<file path="src/rtl/endec_axis_pkg.sv">
// Shared types and sizing helpers for the AXI-Stream frame serialiser/deserialiser.
// Beat counts round up so a partial final beat still gets its own transfer.
package endec_axis_pkg;

  typedef enum logic {
    TX_IDLE = 1'b0,
    TX_SEND = 1'b1
  } tx_state_t;

  typedef enum logic {
    RX_COLLECT = 1'b0,
    RX_DROP    = 1'b1
  } rx_state_t;

  function automatic int beat_count(input int frame_w, input int data_w);
    return (frame_w + data_w - 1) / data_w;
  endfunction

  function automatic int idx_width(input int beats);
    return (beats > 1) ? $clog2(beats) : 1;
  endfunction

endpackage

</file>
<file path="src/rtl/axis_frame_des.sv">
// Slave-stream deserialiser: assembles RX_BEATS beats into a frame and
// flags packets whose tlast does not land on the final beat.
module axis_frame_des
  import endec_axis_pkg::*;
#(
  parameter int DATA_W     = 64,
  parameter int RX_FRAME_W = 704
) (
  input  logic                  sys_clk,
  input  logic                  rst_n,
  input  logic [DATA_W-1:0]     s_axis_tdata,
  input  logic                  s_axis_tvalid,
  output logic                  s_axis_tready,
  input  logic                  s_axis_tlast,
  output logic [RX_FRAME_W-1:0] rx_frame,
  output logic                  rx_frame_valid,
  output logic                  rx_len_err
);

  localparam int RX_BEATS = beat_count(RX_FRAME_W, DATA_W);
  localparam int RX_IW    = idx_width(RX_BEATS);
  localparam int RX_PAD_W = RX_BEATS * DATA_W;
  localparam logic [RX_IW-1:0] RX_LAST = RX_IW'(RX_BEATS - 1);

  rx_state_t           rx_state;
  logic [RX_IW-1:0]    rx_idx;
  logic [RX_PAD_W-1:0] stage;
  logic [RX_PAD_W-1:0] stage_next;
  logic                rx_live;
  logic                rx_hs;

  assign s_axis_tready = rx_live;
  assign rx_hs         = s_axis_tvalid & rx_live;

  // Staging with the current beat merged in, so the final beat reaches rx_frame directly.
  always_comb begin
    stage_next = stage;
    stage_next[rx_idx*DATA_W +: DATA_W] = s_axis_tdata;
  end

  always_ff @(posedge sys_clk) begin
    if (!rst_n) begin
      rx_state       <= RX_COLLECT;
      rx_idx         <= '0;
      stage          <= '0;
      rx_frame       <= '0;
      rx_frame_valid <= 1'b0;
      rx_len_err     <= 1'b0;
      rx_live        <= 1'b0;
    end else begin
      rx_live        <= 1'b1;
      rx_frame_valid <= 1'b0;
      rx_len_err     <= 1'b0;
      if (rx_hs) begin
        case (rx_state)
          RX_COLLECT: begin
            stage <= stage_next;
            if (s_axis_tlast) begin
              rx_idx <= '0;
              if (rx_idx == RX_LAST) begin
                rx_frame       <= stage_next[RX_FRAME_W-1:0];
                rx_frame_valid <= 1'b1;
              end else begin
                rx_len_err <= 1'b1;
              end
            end else if (rx_idx == RX_LAST) begin
              rx_state <= RX_DROP;
              rx_idx   <= '0;
            end else begin
              rx_idx <= rx_idx + 1'b1;
            end
          end
          RX_DROP: begin
            if (s_axis_tlast) begin
              rx_len_err <= 1'b1;
              rx_state   <= RX_COLLECT;
            end
          end
          default: rx_state <= RX_COLLECT;
        endcase
      end
    end
  end

endmodule

</file>
<file path="src/rtl/axis_frame_serdes.sv">
// Frame-to-stream serialiser (TX, local) paired with the stream-to-frame
// deserialiser (RX, axis_frame_des); the two paths share only clock and reset.
module axis_frame_serdes
  import endec_axis_pkg::*;
#(
  parameter int DATA_W     = 64,
  parameter int TX_FRAME_W = 640,
  parameter int RX_FRAME_W = 704
) (
  input  logic                  sys_clk,
  input  logic                  rst_n,
  input  logic [TX_FRAME_W-1:0] tx_frame,
  input  logic                  tx_frame_valid,
  output logic                  tx_frame_ready,
  output logic [DATA_W-1:0]     m_axis_tdata,
  output logic                  m_axis_tvalid,
  input  logic                  m_axis_tready,
  output logic                  m_axis_tlast,
  input  logic [DATA_W-1:0]     s_axis_tdata,
  input  logic                  s_axis_tvalid,
  output logic                  s_axis_tready,
  input  logic                  s_axis_tlast,
  output logic [RX_FRAME_W-1:0] rx_frame,
  output logic                  rx_frame_valid,
  output logic                  rx_len_err
);

  localparam int TX_BEATS = beat_count(TX_FRAME_W, DATA_W);
  localparam int TX_IW    = idx_width(TX_BEATS);
  localparam int TX_PAD_W = TX_BEATS * DATA_W;
  localparam logic [TX_IW-1:0] TX_LAST = TX_IW'(TX_BEATS - 1);

  tx_state_t           tx_state;
  logic [TX_IW-1:0]    tx_idx;
  logic [TX_PAD_W-1:0] tx_buf;
  logic                tx_live;

  // tx_live holds ready low through reset and the release cycle.
  assign tx_frame_ready = tx_live && (tx_state == TX_IDLE);
  assign m_axis_tvalid  = (tx_state == TX_SEND);
  assign m_axis_tlast   = (tx_state == TX_SEND) && (tx_idx == TX_LAST);
  assign m_axis_tdata   = tx_buf[tx_idx*DATA_W +: DATA_W];

  always_ff @(posedge sys_clk) begin
    if (!rst_n) begin
      tx_state <= TX_IDLE;
      tx_idx   <= '0;
      tx_buf   <= '0;
      tx_live  <= 1'b0;
    end else begin
      tx_live <= 1'b1;
      case (tx_state)
        TX_IDLE: begin
          if (tx_live && tx_frame_valid) begin
            tx_buf   <= TX_PAD_W'(tx_frame);
            tx_idx   <= '0;
            tx_state <= TX_SEND;
          end
        end
        TX_SEND: begin
          if (m_axis_tready) begin
            if (tx_idx == TX_LAST) begin
              tx_idx   <= '0;
              tx_state <= TX_IDLE;
            end else begin
              tx_idx <= tx_idx + 1'b1;
            end
          end
        end
        default: tx_state <= TX_IDLE;
      endcase
    end
  end

  axis_frame_des #(
    .DATA_W     (DATA_W),
    .RX_FRAME_W (RX_FRAME_W)
  ) u_des (
    .sys_clk        (sys_clk),
    .rst_n          (rst_n),
    .s_axis_tdata   (s_axis_tdata),
    .s_axis_tvalid  (s_axis_tvalid),
    .s_axis_tready  (s_axis_tready),
    .s_axis_tlast   (s_axis_tlast),
    .rx_frame       (rx_frame),
    .rx_frame_valid (rx_frame_valid),
    .rx_len_err     (rx_len_err)
  );

endmodule
</file>
<file path="config.mk">
export PLATFORM = sky130hd
export DESIGN_NAME = axis_frame_serdes
export DESIGN_NICKNAME = d
export VERILOG_FILES = /design/src/rtl/endec_axis_pkg.sv /design/src/rtl/axis_frame_des.sv /design/src/rtl/axis_frame_serdes.sv
export SDC_FILE = /design/constraint.sdc
export NUM_CORES = 2
export LEC_CHECK = 0
export CAP_MARGIN = 30
export CORE_AREA = 2 2 570 572
export CTS_CLUSTER_SIZE = 14
export DETAILED_ROUTE_END_ITERATION = 7
export DIE_AREA = 0 0 572 574
export GPL_TIMING_DRIVEN = 0
export MAX_ROUTING_LAYER = met4
export SYNTH_ARGS = -nofsm -noshare
export SYNTH_HDL_FRONTEND = slang
export SYNTH_SLANG_ARGS = --single-unit
</file>
<file path="constraint.sdc">
create_clock -name sys_clk -period 8.1 [get_ports sys_clk]
set_input_delay 1.62 -clock sys_clk [delete_from_list [all_inputs] [get_ports sys_clk]]
set_output_delay 1.62 -clock sys_clk [all_outputs]
set_load 0.03 [all_outputs]
</file>
Figure 1. PDN straps and rails.
Bar = 200 microns. Pins as bars on the die edge. Tap cells in gray.
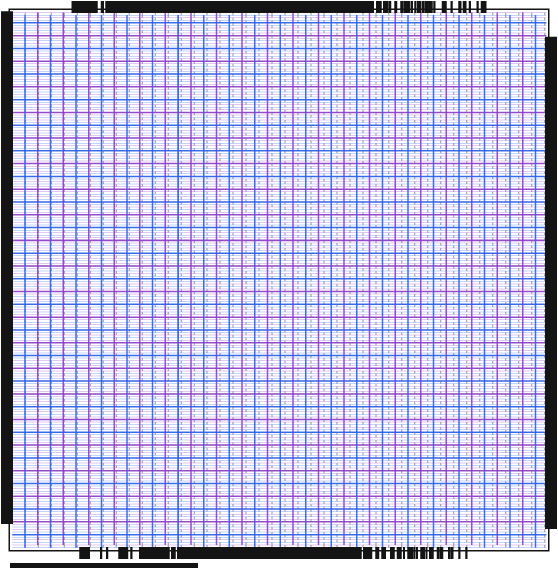
net	color
VSS	blue
VDD	purple
signal pins	1484
rows	209

Figure 2. Placed cells, one color a class.
Bar = 200 microns.
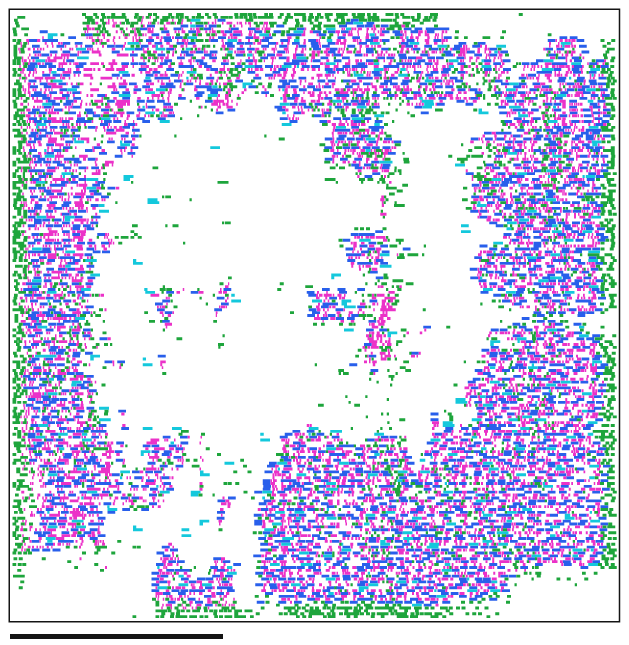
class	color	cells	share of their area
other buffers and delay cells	green	2646	20%
all other logic	magenta	6726	34%
flip-flops	blue	2061	39%
clock drivers and dummy loads	cyan	436	7.6%

Figure 3. Clock distribution.
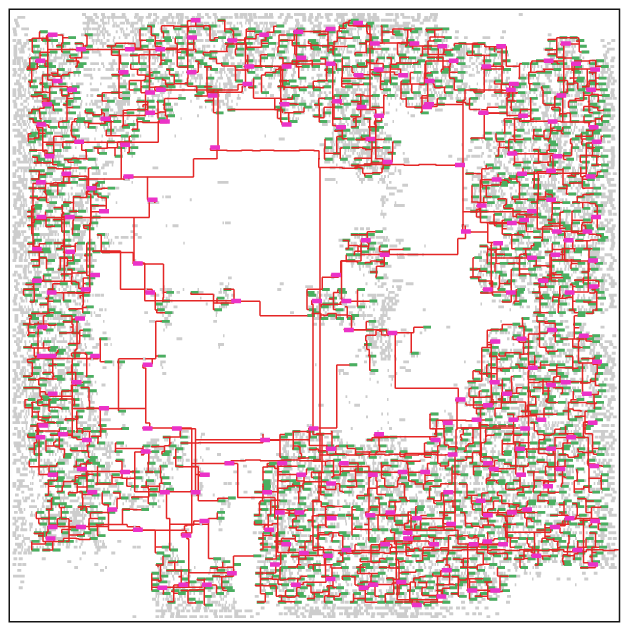
[clock wires] red | length: 30.0 mm
[flip-flops] green | count: 2061
[cells driving clock nets] magenta | count: 234
routed clock nets	235

==> results.json <==
{
  "die_area_sq_um": 328000,
  "gr-total-overflow": 0,
  "clockRootBuffer": "clkbuf_16",
  "clkSlewWorstSetupHoldPaths_ns": 0.06,
  "ir_drop_mv": 0.198,
  "r2r_start": "u_des.rx_idx[0]",
  "vias": 85662,
  "synth_dominant_cell_count": "nand2_1",
  "hpwl_microns": 405000,
  "cp_cell_sequence": "clkbuf_1 -> buf_2 -> buf_2 -> buf_2 -> buf_2 -> mux2i_1 -> o21ai_0 -> clkdlybuf4s50_1",
  "top_cells_by_count": "nand2_1 (2452), dfxtp_1 (2061), o21ai_0 (1071)",
  "top_area_cell": "dfxtp_1",
  "cts_tree": "yes",
  "postCtsSetupRepairBufs": 0,
  "slew_headroom": 0.229,
  "dpl_cell_area_sq_um": 104000,
  "arrival_ns": 6.06,
  "drive_above_1_share": 0.0697,
  "post-route-period-util": 0.948,
  "fp_nets": 10526,
  "slowest_delay_ns": 0.74,
  "timing.rr.end": "u_des.rx_frame[253]",
  "drtIter0Drc": 9566,
  "critPathSlowestCell": "clkdlybuf4s50_1",
  "fp_util": 0.254,
  "place_congestion": 1.01,
  "cp_top_family": "buffers and inverters",
  "grt_pass1_wl_microns": 663000,
  "start_kind": "flip-flop",
  "fp-row-count": 209,
  "die_x_microns": 572,
  "ys_types": 50,
  "clock_latency_ns": 0.96,
  "critPathRequiredTime_ns": 6.48,
  "setup_ws_ns": 0.419,
  "rrSetupSlack_ns": 3.13,
  "crit_top_cell": "buf_2",
  "startpoint": "tx_idx[0]",
  "routed_wl_microns": 495000,
  "powerDensity_nw_per_um2": 211,
  "async_reset_ff_frac": 0,
  "tns_ns": 0,
  "stdcell_count": 16250,
  "ys_cells": 9810,
  "clock-sinks": 2061,
  "worstSetupPathType": "flip-flop to output pin",
  "cp.depth": 8,
  "crit_buf_inv": 6,
  "io_buffers": 1482,
  "ff_type": "dfxtp_1",
  "cts_buffers": 234,
  "cts_hold_buf": 0,
  "io_pins": 1484,
  "dr.pass1.iters": 8,
  "place_inst": 15756,
  "drtAntennaViolNets": 0,
  "fp.dieH_microns": 574,
  "cp-end-kind": "output pin",
  "core_area_sq_um": 323000,
  "place_ws_ns": 0.996,
  "worstPathMaxFanout": 10,
  "synthTopCellsByArea": "dfxtp_1 (50%), nand2_1 (11%), o21ai_0 (6.5%)",
  "grt_antenna_before_repair": 118,
  "htreeDepth": 4,
  "rsz0062_at_grt": "no",
  "slew_viol_final": 0,
  "numSynthFlops": 2061,
  "yosysSeqAreaShare": 0.504,
  "cp-endpoint": "m_axis_tdata[26]",
  "routedWlPerCell_microns": 30.4,
  "status": "finished clean",
  "syn_area_per_cell_sq_um": 8.35,
  "synth_warnings": 0,
  "hold_path.class": "flip-flop to flip-flop",
  "first_global_vias": 80360,
  "fin_area_sq_um": 113000,
  "area_delta_synth_final_pct": 37.6,
  "fin_crit_ns": 7.68,
  "clock.fmax_ghz": 0.130
}
Figure 4. Routed metal, one color a layer.
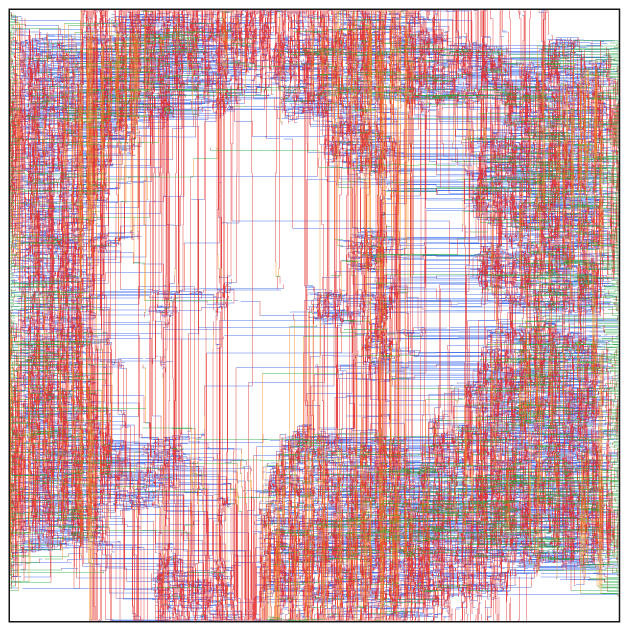
layer	color	wire length
met1	blue	181 mm
met4	orange	38.6 mm
met3	green	40.4 mm
met2	red	235 mm

Figure 5. Track usage over the die.
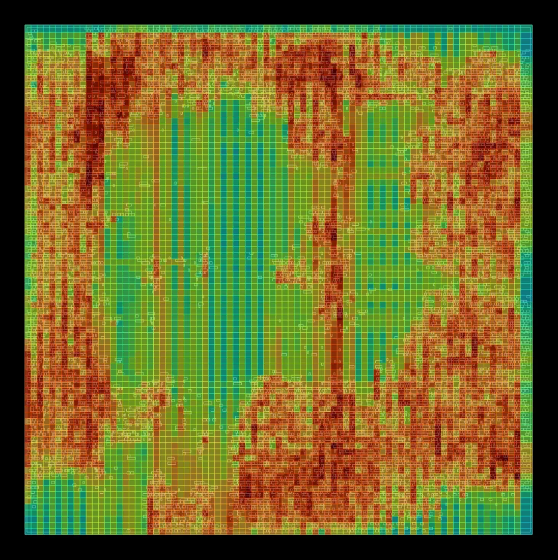
GR Util met2: 0.487
final core utilization: 0.349

[placed cells by master (no fill, tap or decap), types with 116 or more instances in the layout]
cell             instances
dfxtp_1               2061
mux2i_1                329
mux4_2                 128
nand4_1                133
clkbuf_16              236
buf_2                  120
buf_8                  116
clkdlybuf4s50_1       1482
nor2_1                 142
nand2_1               2452
a211oi_1               257
o21ai_0               1071
clkbuf_1               850
a21oi_1                905
a31oi_1                323
nor3_1                 264
nand3_1                330
[metrics by stage]
step / total power [mW] / hold WS, ns
floorplan: 11.4 / 0.431
global placement: 12.5 / 0.439
detailed placement: 12.6 / 0.444
CTS: 23.9 / 0.450
global route: 24.4 / 0.467
finish: 23.8 / 0.437
[routing by layer]
layer | vias up | GRT usage | routed length [microns]
met5 | - | - | 0
met1 | 41553 | 0.331 | 181000
li1 | 38311 | - | -
met2 | 4630 | 0.487 | 235000
met4 | 0 | 0.189 | 38600
met3 | 1168 | 0.0553 | 40400
[sequential cells by signal, indices dropped and copies added, names as in the netlist]
name	count
m_axis_tvalid	1
u_des.s_axis_tready	1
u_des.rx_idx	4
u_des.rx_len_err	1
tx_idx	4
u_des.rx_state	1
u_des.stage	704
tx_buf	640
u_des.rx_frame_valid	1
u_des.rx_frame	704
[final cells by class]
cell class / instances / area (sq um)
antenna: 56 / 140
buffer: 1023 / 4060
clock buffer: 332 / 6860
clock inverter: 104 / 1280
fill: 34124 / 210000
inverter: 6 / 22.5
multi-input combinational: 6720 / 36600
sequential: 2061 / 41300
tap: 4325 / 5410
timing repair buffer: 1623 / 17000
[worst register-to-register path, cell delays in order (launching register included)]
cell and delay (ns):
dfxtp_1 0.45, buf_2 0.37, clkbuf_1 0.33, nor3_1 0.14, ha_1 0.43, nand2b_1 0.21, nor3_1 0.84, clkbuf_1 0.78
clkbuf_1 0.80, nor3_1 0.13, a211oi_1 0.32
[worst min-delay path by stage]
stage                          start             endpoint  slack [ns]  cells past startpoint
detailed placement  u_des.stage[551]     u_des.stage[551]        0.44                      2
global route        u_des.stage[360]     u_des.stage[360]        0.47                      2
floorplan           u_des.stage[451]  u_des.rx_frame[451]        0.43                      2
finish              u_des.stage[450]  u_des.rx_frame[450]        0.44                      2
global placement    u_des.stage[551]     u_des.stage[551]        0.44                      2
CTS                 u_des.stage[450]  u_des.rx_frame[450]        0.45                      2
[where the power goes]
group | leakage (nW) | internal, mW | switching, mW | total, mW
clock | 4.02 | 6.58 | 4.80 | 11.4
combinational | 17.9 | 0.717 | 1.25 | 1.97
sequential | 16.7 | 10.3 | 0.123 | 10.4
[kinds of logic (layout without fill, tap and decap cells)]
logic type	count (synthesis)	count (layout)	share of synthesized area
and+or+nand+nor	3433	3433	0.175
AOI/OAI and AO/OA	2822	2822	0.195
DFF	2061	2061	0.504
buffers and inverters	1029	3088	0.0495
muxes	457	457	0.0754
adders and majority gates	6	6	0.000917
xor gates and xnor gates	2	2	0.000214
other	0	56	0
Power is estimated from default activity; no workload was simulated.
